### src/rtl/i2c_bit_ctrl_pkg.sv
// Shared definitions for the I2C bit sequencer: command and phase encodings,
// plus the per-phase open-drain drive table.
package i2c_defs;

  typedef enum logic [1:0] {
    CMD_START = 2'b00,
    CMD_STOP  = 2'b01,
    CMD_WRITE = 2'b10,
    CMD_READ  = 2'b11
  } cmd_t;

  typedef enum logic [2:0] {
    ST_IDLE = 3'd0,
    ST_ARM  = 3'd1,
    ST_Q0   = 3'd2,
    ST_Q1   = 3'd3,
    ST_Q2   = 3'd4,
    ST_Q3   = 3'd5
  } state_t;

  // Returns {scl_oe, sda_oe} for a quarter phase; 1 = pull line low.
  function automatic logic [1:0] phase_oe(input cmd_t cmd, input state_t ph, input logic tx);
    logic [1:0] oe;
    oe = 2'b00;
    case (cmd)
      CMD_START: oe = (ph == ST_Q3) ? 2'b11 : (ph == ST_Q2) ? 2'b01 : 2'b00;
      CMD_STOP:  oe = (ph == ST_Q0) ? 2'b11 : (ph == ST_Q3) ? 2'b00 : 2'b01;
      CMD_WRITE: oe = {(ph == ST_Q0) || (ph == ST_Q3), ~tx};
      CMD_READ:  oe = {(ph == ST_Q0) || (ph == ST_Q3), 1'b0};
      default:   oe = 2'b00;
    endcase
    return oe;
  endfunction

endpackage

### src/rtl/i2c_bit_ctrl_timer.sv
// Quarter-phase timer: after Start, pulses once every Ticks+1 cycles until Stop.
module i2c_bit_timer #(
  parameter int SIZE = 8
) (
  input  logic            Clk,
  input  logic            Rst_n,
  input  logic            Start,
  input  logic            Stop,
  input  logic [SIZE-1:0] Ticks,
  output logic            Pulse
);

  logic            run;
  logic [SIZE-1:0] cnt;

  always_ff @(posedge Clk or negedge Rst_n) begin
    if (!Rst_n) begin
      run <= 1'b0;
      cnt <= '0;
    end else if (Stop) begin
      run <= 1'b0;
    end else if (Start) begin
      run <= 1'b1;
      cnt <= Ticks;
    end else if (run) begin
      cnt <= (cnt == '0) ? Ticks : cnt - SIZE'(1);
    end
  end

  assign Pulse = run && (cnt == '0);

endmodule

### src/rtl/i2c_bit_ctrl.sv
// I2C bit-level sequencer: one START/STOP/WRITE/READ per handshake, four
// timed quarter phases, with SCL stretching and arbitration-loss detection.
module i2c_bit_ctrl
  import i2c_defs::*;
#(
  parameter int SIZE = 8
) (
  input  logic            Clk,
  input  logic            Rst_n,
  input  logic            Enable,
  input  logic [SIZE-1:0] Divider,
  input  logic [1:0]      Cmd,
  input  logic            Cmd_valid,
  output logic            Cmd_ready,
  input  logic            Tx_bit,
  output logic            Rx_bit,
  output logic            Done,
  output logic            Arb_lost,
  output logic            Busy,
  input  logic            Scl_in,
  input  logic            Sda_in,
  output logic            Scl_oe,
  output logic            Sda_oe
);

  logic [1:0] scl_sync, sda_sync;
  logic       scl_s, sda_s;
  state_t     state, nxt_ph;
  cmd_t       cmd_q;
  logic       tx_q, stretch, tmr_start, tmr_stop, pulse, arb_hit;
  logic [1:0] nxt_oe, q0_oe;

  // Idle bus is pulled up, so synchronisers reset high.
  always_ff @(posedge Clk or negedge Rst_n) begin
    if (!Rst_n) begin
      scl_sync <= 2'b11;
      sda_sync <= 2'b11;
    end else begin
      scl_sync <= {scl_sync[0], Scl_in};
      sda_sync <= {sda_sync[0], Sda_in};
    end
  end
  assign scl_s = scl_sync[1];
  assign sda_s = sda_sync[1];

  i2c_bit_timer #(.SIZE(SIZE)) u_timer (
    .Clk   (Clk),
    .Rst_n (Rst_n),
    .Start (tmr_start),
    .Stop  (tmr_stop),
    .Ticks (Divider),
    .Pulse (pulse)
  );

  assign nxt_ph    = state_t'(state + 3'd1);
  assign nxt_oe    = phase_oe(cmd_q, nxt_ph, tx_q);
  assign q0_oe     = phase_oe(cmd_q, ST_Q0, tx_q);
  assign arb_hit   = !sda_s &&
                     ((cmd_q == CMD_WRITE && tx_q && (state == ST_Q1 || state == ST_Q2)) ||
                      (cmd_q == CMD_START && state == ST_Q0));
  assign Busy      = (state != ST_IDLE);
  assign Cmd_ready = Enable && (state == ST_IDLE);

  always_ff @(posedge Clk or negedge Rst_n) begin
    if (!Rst_n) begin
      state     <= ST_IDLE;
      cmd_q     <= CMD_START;
      tx_q      <= 1'b0;
      stretch   <= 1'b0;
      tmr_start <= 1'b0;
      tmr_stop  <= 1'b1;
      Scl_oe    <= 1'b0;
      Sda_oe    <= 1'b0;
      Done      <= 1'b0;
      Arb_lost  <= 1'b0;
      Rx_bit    <= 1'b0;
    end else begin
      Done      <= 1'b0;
      Arb_lost  <= 1'b0;
      tmr_start <= 1'b0;
      if (!Enable) begin
        state    <= ST_IDLE;
        stretch  <= 1'b0;
        tmr_stop <= 1'b1;
        Scl_oe   <= 1'b0;
        Sda_oe   <= 1'b0;
      end else begin
        case (state)
          ST_IDLE: if (Cmd_valid) begin
            cmd_q <= cmd_t'(Cmd);
            tx_q  <= Tx_bit;
            state <= ST_ARM;
          end
          // Any pulse seen while Start is in flight belongs to the previous run.
          ST_ARM: begin
            tmr_stop  <= 1'b0;
            tmr_start <= 1'b1;
            state     <= ST_Q0;
            {Scl_oe, Sda_oe} <= q0_oe;
          end
          ST_Q0, ST_Q1, ST_Q2, ST_Q3: begin
            if (stretch) begin
              if (scl_s) begin
                stretch   <= 1'b0;
                tmr_stop  <= 1'b0;
                tmr_start <= 1'b1;
              end
            end else if (pulse && !tmr_start) begin
              if (!Scl_oe && !scl_s) begin
                stretch  <= 1'b1;
                tmr_stop <= 1'b1;
              end else if (arb_hit) begin
                Arb_lost <= 1'b1;
                Scl_oe   <= 1'b0;
                Sda_oe   <= 1'b0;
                tmr_stop <= 1'b1;
                state    <= ST_IDLE;
              end else if (state == ST_Q3) begin
                // Lines keep their Q3 levels until the next command.
                Done     <= 1'b1;
                tmr_stop <= 1'b1;
                state    <= ST_IDLE;
              end else begin
                if (cmd_q == CMD_READ && state == ST_Q1) Rx_bit <= sda_s;
                state <= nxt_ph;
                {Scl_oe, Sda_oe} <= nxt_oe;
              end
            end
          end
          default: state <= ST_IDLE;
        endcase
      end
    end
  end

endmodule

### config.mk
export PLATFORM = sky130hd
export DESIGN_NAME = i2c_bit_ctrl
export DESIGN_NICKNAME = d
export VERILOG_FILES = /design/src/rtl/i2c_bit_ctrl_pkg.sv /design/src/rtl/i2c_bit_ctrl_timer.sv /design/src/rtl/i2c_bit_ctrl.sv
export SDC_FILE = /design/constraint.sdc
export NUM_CORES = 1
export LEC_CHECK = 0
export CORE_MARGIN = 1
export CORE_UTILIZATION = 48
export CTS_CLUSTER_SIZE = 14
export DETAILED_ROUTE_END_ITERATION = 6
export GPL_TIMING_DRIVEN = 0
export HOLD_SLACK_MARGIN = 0.08
export PLACE_DENSITY_LB_ADDON = 0.05
export SLEW_MARGIN = 20
export SYNTH_ARGS = -nofsm -noshare
export SYNTH_HDL_FRONTEND = slang
export SYNTH_SLANG_ARGS = --single-unit
### constraint.sdc
create_clock -name Clk -period 1.85 [get_ports Clk]
set_input_delay 0.4625 -clock Clk [delete_from_list [all_inputs] [get_ports Clk]]
set_output_delay 0.4625 -clock Clk [all_outputs]
set_load 0.02 [all_outputs]
### Cells colored by class, run 1

Fill, decap, tap and diode cells in gray.
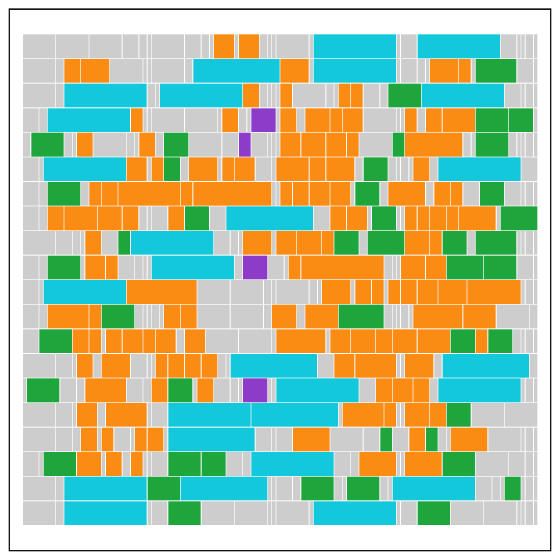
- remaining logic cells: orange (cells 137; share of their area 47%)
- registers: cyan (cells 27; share of their area 33%)
- remaining buffers and delay cells: green (cells 44; share of their area 19%)
- clock drivers and dummy loads: purple (cells 4; share of their area 1.3%)
Final Cell Area: 0.00210 mm2
FP Rows: 20
Core ar.: 0.00310 mm2

### Clock distribution, run 1

The bar under the picture is 20 um long.
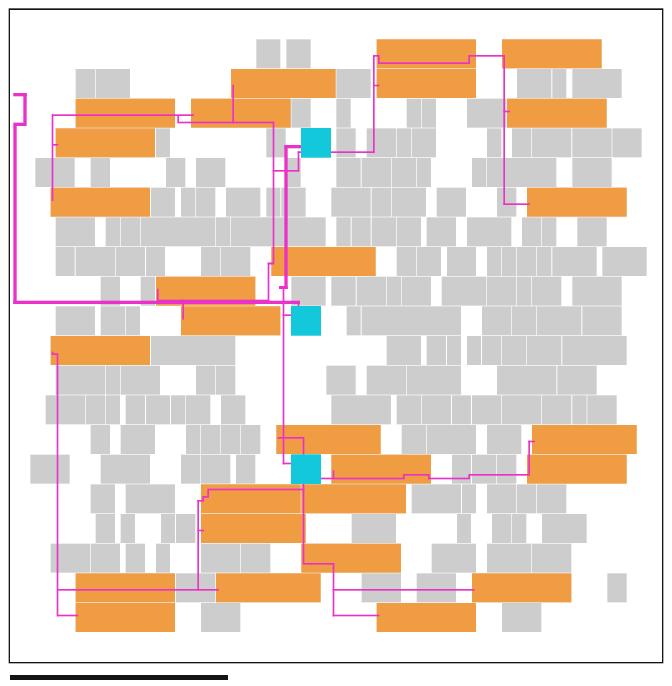
- clock wires: magenta (length 325 um)
- clock-net drivers: cyan (count 3)
- flip-flops: orange (count 27)
- flops lie: all over the die
- routed clock nets: 4
clock network power: 253 uW
clk ins delay skew pair: 320 ps
clock skew: 1.12 ps

### Signal wires by layer, run 1

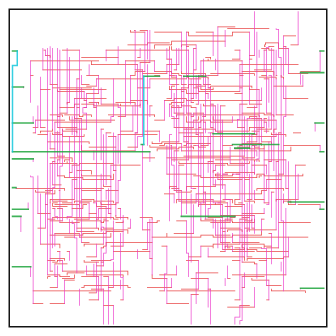
- M1: red (wire length 1570 um)
- M2: magenta (wire length 2000 um)
- M4: cyan (wire length 32.9 um)
- M3: green (wire length 101 um)
GRT Total Usage: 23.0%
Routed Wire Length: 3710 um
routed vias: 1457

==> run 1: cell usage after synthesis (all sizes together) (2+ instances only) <==
| cell | number |
|---|---|
| a21oi | 16 |
| a31o | 2 |
| a31oi | 4 |
| and3 | 2 |
| buf | 3 |
| clkbuf | 7 |
| dfrtp | 22 |
| dfstp | 5 |
| ha | 3 |
| inv | 8 |
| mux2 | 6 |
| nand2 | 15 |
| nand2b | 7 |
| nand3 | 5 |
| nand3b | 2 |
| nand4 | 2 |
| nand4b | 2 |
| nor2 | 12 |
| nor2b | 4 |
| nor3 | 9 |
| nor3b | 3 |
| nor4 | 2 |
| o211ai | 2 |
| o21ai | 13 |
| o31ai | 3 |
| or3 | 2 |
==> metrics.cfg, run 1 <==
[status]
status = finished with violations
violations = setup timing

[power]
powerSeq_uw = 956
power_leader = combinational cells
p_total_uw = 2490
powerDensity_mw_per_mm2 = 1180
p_leak_uw = 0.000904
internal-power_uw = 1460
p_sw_uw = 1020

[final_timing]
setup_ws_ps = -11.1
holdWs_ps = 125
setup_viol = 2

[clock_tree]
clock_tree.buffer_depth = 2
cts_setup_buffers = 4
htreeDepth = 1
cts_tree = done

[global_route]
grtUsageMet1_pct = 27.4
grt_max_degree = 28

[cells_and_area]
n_all_buffers = 44
largest_reg_flops = 8
synthToLayoutAreaGrowth_pct = 31.2

[logic_synthesis]
yosysWarnings = 0
synth_async_sr_flop_share_pct = 100
xor_area_share_pct = 0
yosysCellCount = 174
yosys_area_mm2 = 0.00160
numSynthFlops = 27
aoi_share_pct = 20.2
ys_top_logic_family = simple AND/OR/NAND/NOR gates
simple_gate_area_share_pct = 25.6

[placement]
place_hpwl_um = 2650
dpl_cell_area_mm2 = 0.00192
finalWeightedCongestion = 0.927

[critical_path]
crit_arrival_ps = 1400
crit_family = flip-flops
crit_type = flop to output pin

[floorplan]
floorplan.core_util_pct = 51.7

[worst_hold_path]
holdCritPathClass = input port to async pin

### Ports around the boundary, run 1

Pins as bars across the die edge, other pins in gray.
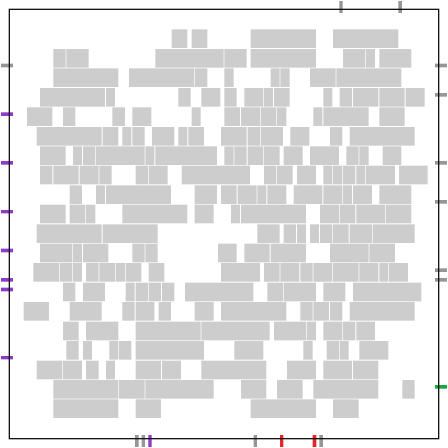

--- run 2 (diff from run 1) ---
--- a/config.mk
+++ b/config.mk
@@ -12,7 +12,6 @@
 export GPL_TIMING_DRIVEN = 0
 export HOLD_SLACK_MARGIN = 0.08
 export PLACE_DENSITY_LB_ADDON = 0.05
-export SLEW_MARGIN = 20
 export SYNTH_ARGS = -nofsm -noshare
 export SYNTH_HDL_FRONTEND = slang
 export SYNTH_SLANG_ARGS = --single-unit
### Ports around the boundary, run 2

Pins as bars across the die edge, other pins in gray.
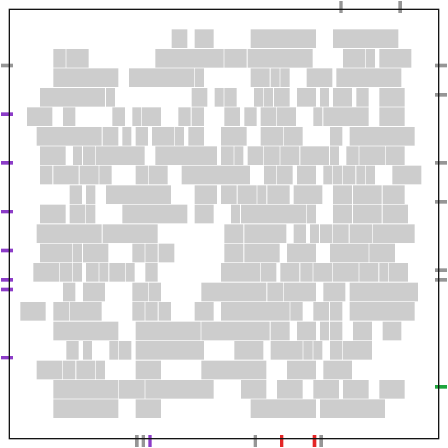
- `Divider`: purple (pins 8; direction input; edge 7 west, 1 south)
- `Rst_n`: green (pins 1; direction input; edge east)
- `Cmd`: red (pins 2; direction input; edge south)
die width: 59.8 um
Buffers on Ports: 23
Die Y: 59.8 um

==> run 2 against run 1 <==
  * The run still ends with setup timing left
  * Combinational power barely moved
  * Register-to-register slack got worse by 30 ps
  * Area after synthesis did not move
  * Clock power barely moved
  * First-iteration DRC count fell by 25%
  * Fmax fell by 1.6%
  * Sequential cell count did not move
  * Non-clock buffer count did not move
  * Sequential power rose by 0.9%
  * Setup slack got worse by 30 ps
  * Sequential share of layout area fell by 0.38 points
  * Hold slack improved by 240 ps
  * Critical path type is now flop to flop
==> metrics.cfg, run 2 <==
[logic_synthesis]
yosysCellCount = 174  ; unchanged
yosysWarnings = 0  ; unchanged

[detailed_routing]
vias = 1465  ; was 1457

[power]
p_sw_uw = 1040  ; was 1020 uW
p_total_uw = 2520  ; was 2490 uW
powerSeq_uw = 965  ; was 956 uW
internal-power_uw = 1480  ; was 1460 uW

[clock_tree]
htreeDepth = 1  ; unchanged
cts_tree = done  ; unchanged
clock_tree.buffer_depth = 2  ; unchanged

[final_timing]
setup_viol = 2  ; unchanged
setup_ws_ps = -40.8  ; was -11.1 ps

[status]
status = finished with violations  ; unchanged
violations = setup timing  ; unchanged

[placement]
finalWeightedCongestion = 0.927  ; unchanged

[cells_and_area]
synthToLayoutAreaGrowth_pct = 32.8  ; was 31.2%
largest_reg_flops = 8  ; unchanged
final_area_mm2 = 0.00213  ; was 0.00210 mm2

[critical_path]
crit_type = flop to flop  ; was flop to output pin
crit_family = simple AND/OR/NAND/NOR gates  ; was flip-flops

[global_route]
grt_max_degree = 28  ; unchanged

[worst_hold_path]
holdCritPathClass = flop to flop  ; was input port to async pin

[floorplan]
floorplan.core_util_pct = 51.7  ; unchanged

### Clock distribution, run 2

The bar under the picture is 20 um long.
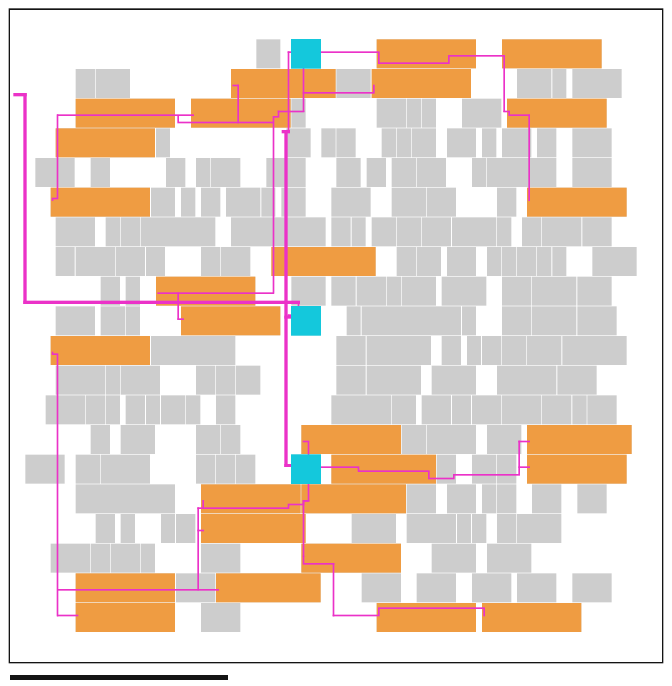
clock share of power: 10.0%
clock network power: 252 uW
clock skew: 1.60 ps

run 2: kinds of logic (layout without fill, tap and decap cells):
group                    after synthesis  count (layout)  share of synthesized area (%)
AND-OR/OR-AND                         50              50                           20.2
buffers and inverters                 18              56                           4.61
AND/OR/NAND/NOR                       70              70                           25.6
flip-flops                            27              27                           42.5
multiplexers                           6               6                           4.68
adder cells (fa/ha/maj)                3               3                           2.34
run 2: metal layers:
metal,global-route usage [%],wire [um],up-vias
met5,0,0,-
met4,12.3,66,0
met3,3.46,130,7
met2,41.9,2040,38
met1,27.4,1570,709
li1,-,-,711
run 2: stage by stage:
step,hold slack (ps),TNS [ps]
CTS,371,-33.9
detailed placement,351,-3600
global route,378,-391
finish,369,-64.8
global placement,346,-3030
floorplan,167,-3.09
--- run 3 (diff from run 2) ---
--- a/config.mk
+++ b/config.mk
@@ -9,6 +9,7 @@
 export CORE_UTILIZATION = 48
 export CTS_CLUSTER_SIZE = 14
 export DETAILED_ROUTE_END_ITERATION = 6
+export GPL_ROUTABILITY_DRIVEN = 0
 export GPL_TIMING_DRIVEN = 0
 export HOLD_SLACK_MARGIN = 0.08
 export PLACE_DENSITY_LB_ADDON = 0.05
### Signal wires by layer, run 3

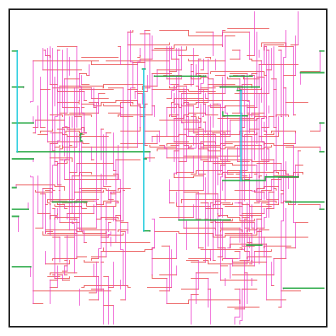
Routed Wire Length: 3800 um
routed vias: 1465
post-DR wirelength/cell: 14.8 um
GRT Total Usage: 23.7%

==> run 3 against run 2 <==
  * The run still ends with setup timing left
  * Routed wire length stayed put
  * Design area unchanged
  * Hold slack is the same
  * Clock power hardly changed
  * Count of clock-buffer cells in the layout stayed put
  * Global-route usage is the same
  * Non-clock buffer count unchanged
  * Register-to-register slack about the same
  * First-iteration DRC count stayed put
  * Critical path type unchanged
  * Highest routed layer unchanged
==> metrics.cfg, run 3 <==
[status]
status = finished with violations  ; unchanged
violations = setup timing  ; unchanged

[final_timing]
setup_ws_ps = -40.8  ; unchanged
setup_viol = 2  ; unchanged
fin_worst_skew_ps = 1.60  ; unchanged

[floorplan]
floorplan.core_util_pct = 51.7  ; unchanged
chipHeight_um = 59.8  ; unchanged
core_area_mm2 = 0.00310  ; unchanged

[critical_path]
crit_type = flop to flop  ; unchanged
crit_arrival_ps = 2170  ; about the same

[power]
p_total_uw = 2520  ; unchanged
p_leak_uw = 0.000913  ; unchanged
powerDensity_mw_per_mm2 = 1180  ; unchanged

[logic_synthesis]
ys_sh_adder_pct = 2.34  ; unchanged
numSynthFlops = 27  ; unchanged
simple_gate_area_share_pct = 25.6  ; unchanged
yosysCellCount = 174  ; unchanged
yosysWarnings = 0  ; unchanged
synth_async_sr_flop_share_pct = 100  ; unchanged

[global_route]
top_usage_layer = met2  ; unchanged
grtUsageMet1_pct = 27.4  ; unchanged
met2_usage_pct = 41.9  ; unchanged

[placement]
port_buffers = 23  ; unchanged

[clock_tree]
clock_tree.buffer_depth = 2  ; unchanged
cts_tree = done  ; unchanged
insertion_delay_ps = 320  ; about the same

[cells_and_area]
synthToLayoutAreaGrowth_pct = 32.8  ; unchanged

[detailed_routing]
routed.top_layer = met4  ; unchanged

[worst_hold_path]
holdCritPathClass = flop to flop  ; unchanged

### Cells colored by class, run 3

Fill, decap, tap and diode cells in gray.
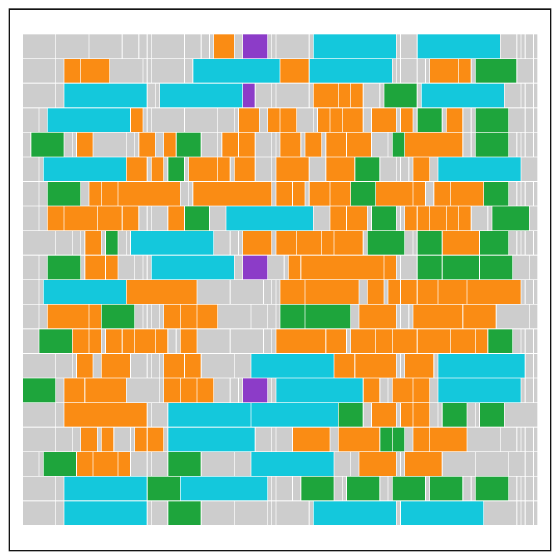
- remaining logic cells: orange (cells 137; share of their area 47%)
- clock drivers and dummy loads: purple (cells 4; share of their area 1.3%)
- remaining buffers and delay cells: green (cells 44; share of their area 19%)
- registers: cyan (cells 27; share of their area 33%)
Seq/total area: 32.2%
Final Cell Area: 0.00213 mm2
Layout Utilization: 68.6%

## run 3: layout make-up
type                       count  area share [%]
buffer                         9            3.00
clock buffer                   4            1.23
inverter                       8            1.41
multi-input combinational    129            44.6
sequential                    27            32.2
tap                           44            2.59
timing repair buffer          35            15.0
## run 3: per-stage QoR
stage / util (%) / std cells / hold WS [ps]
after floorplan: - / 174 / 167
after global placement: 62.0 / 241 / 346
after detailed placement: 62.0 / 241 / 351
after CTS: 65.8 / 251 / 371
after global routing: 68.6 / 256 / 378
final: 68.6 / 256 / 369
## run 3: report_power, final
group	switching [uW]	internal, uW	total, uW
Combinational	679	624	1300
Clock	167	84.5	252
Sequential	195	770	965
Total	1040	1480	2520
Power and IR drop assume default switching activity.
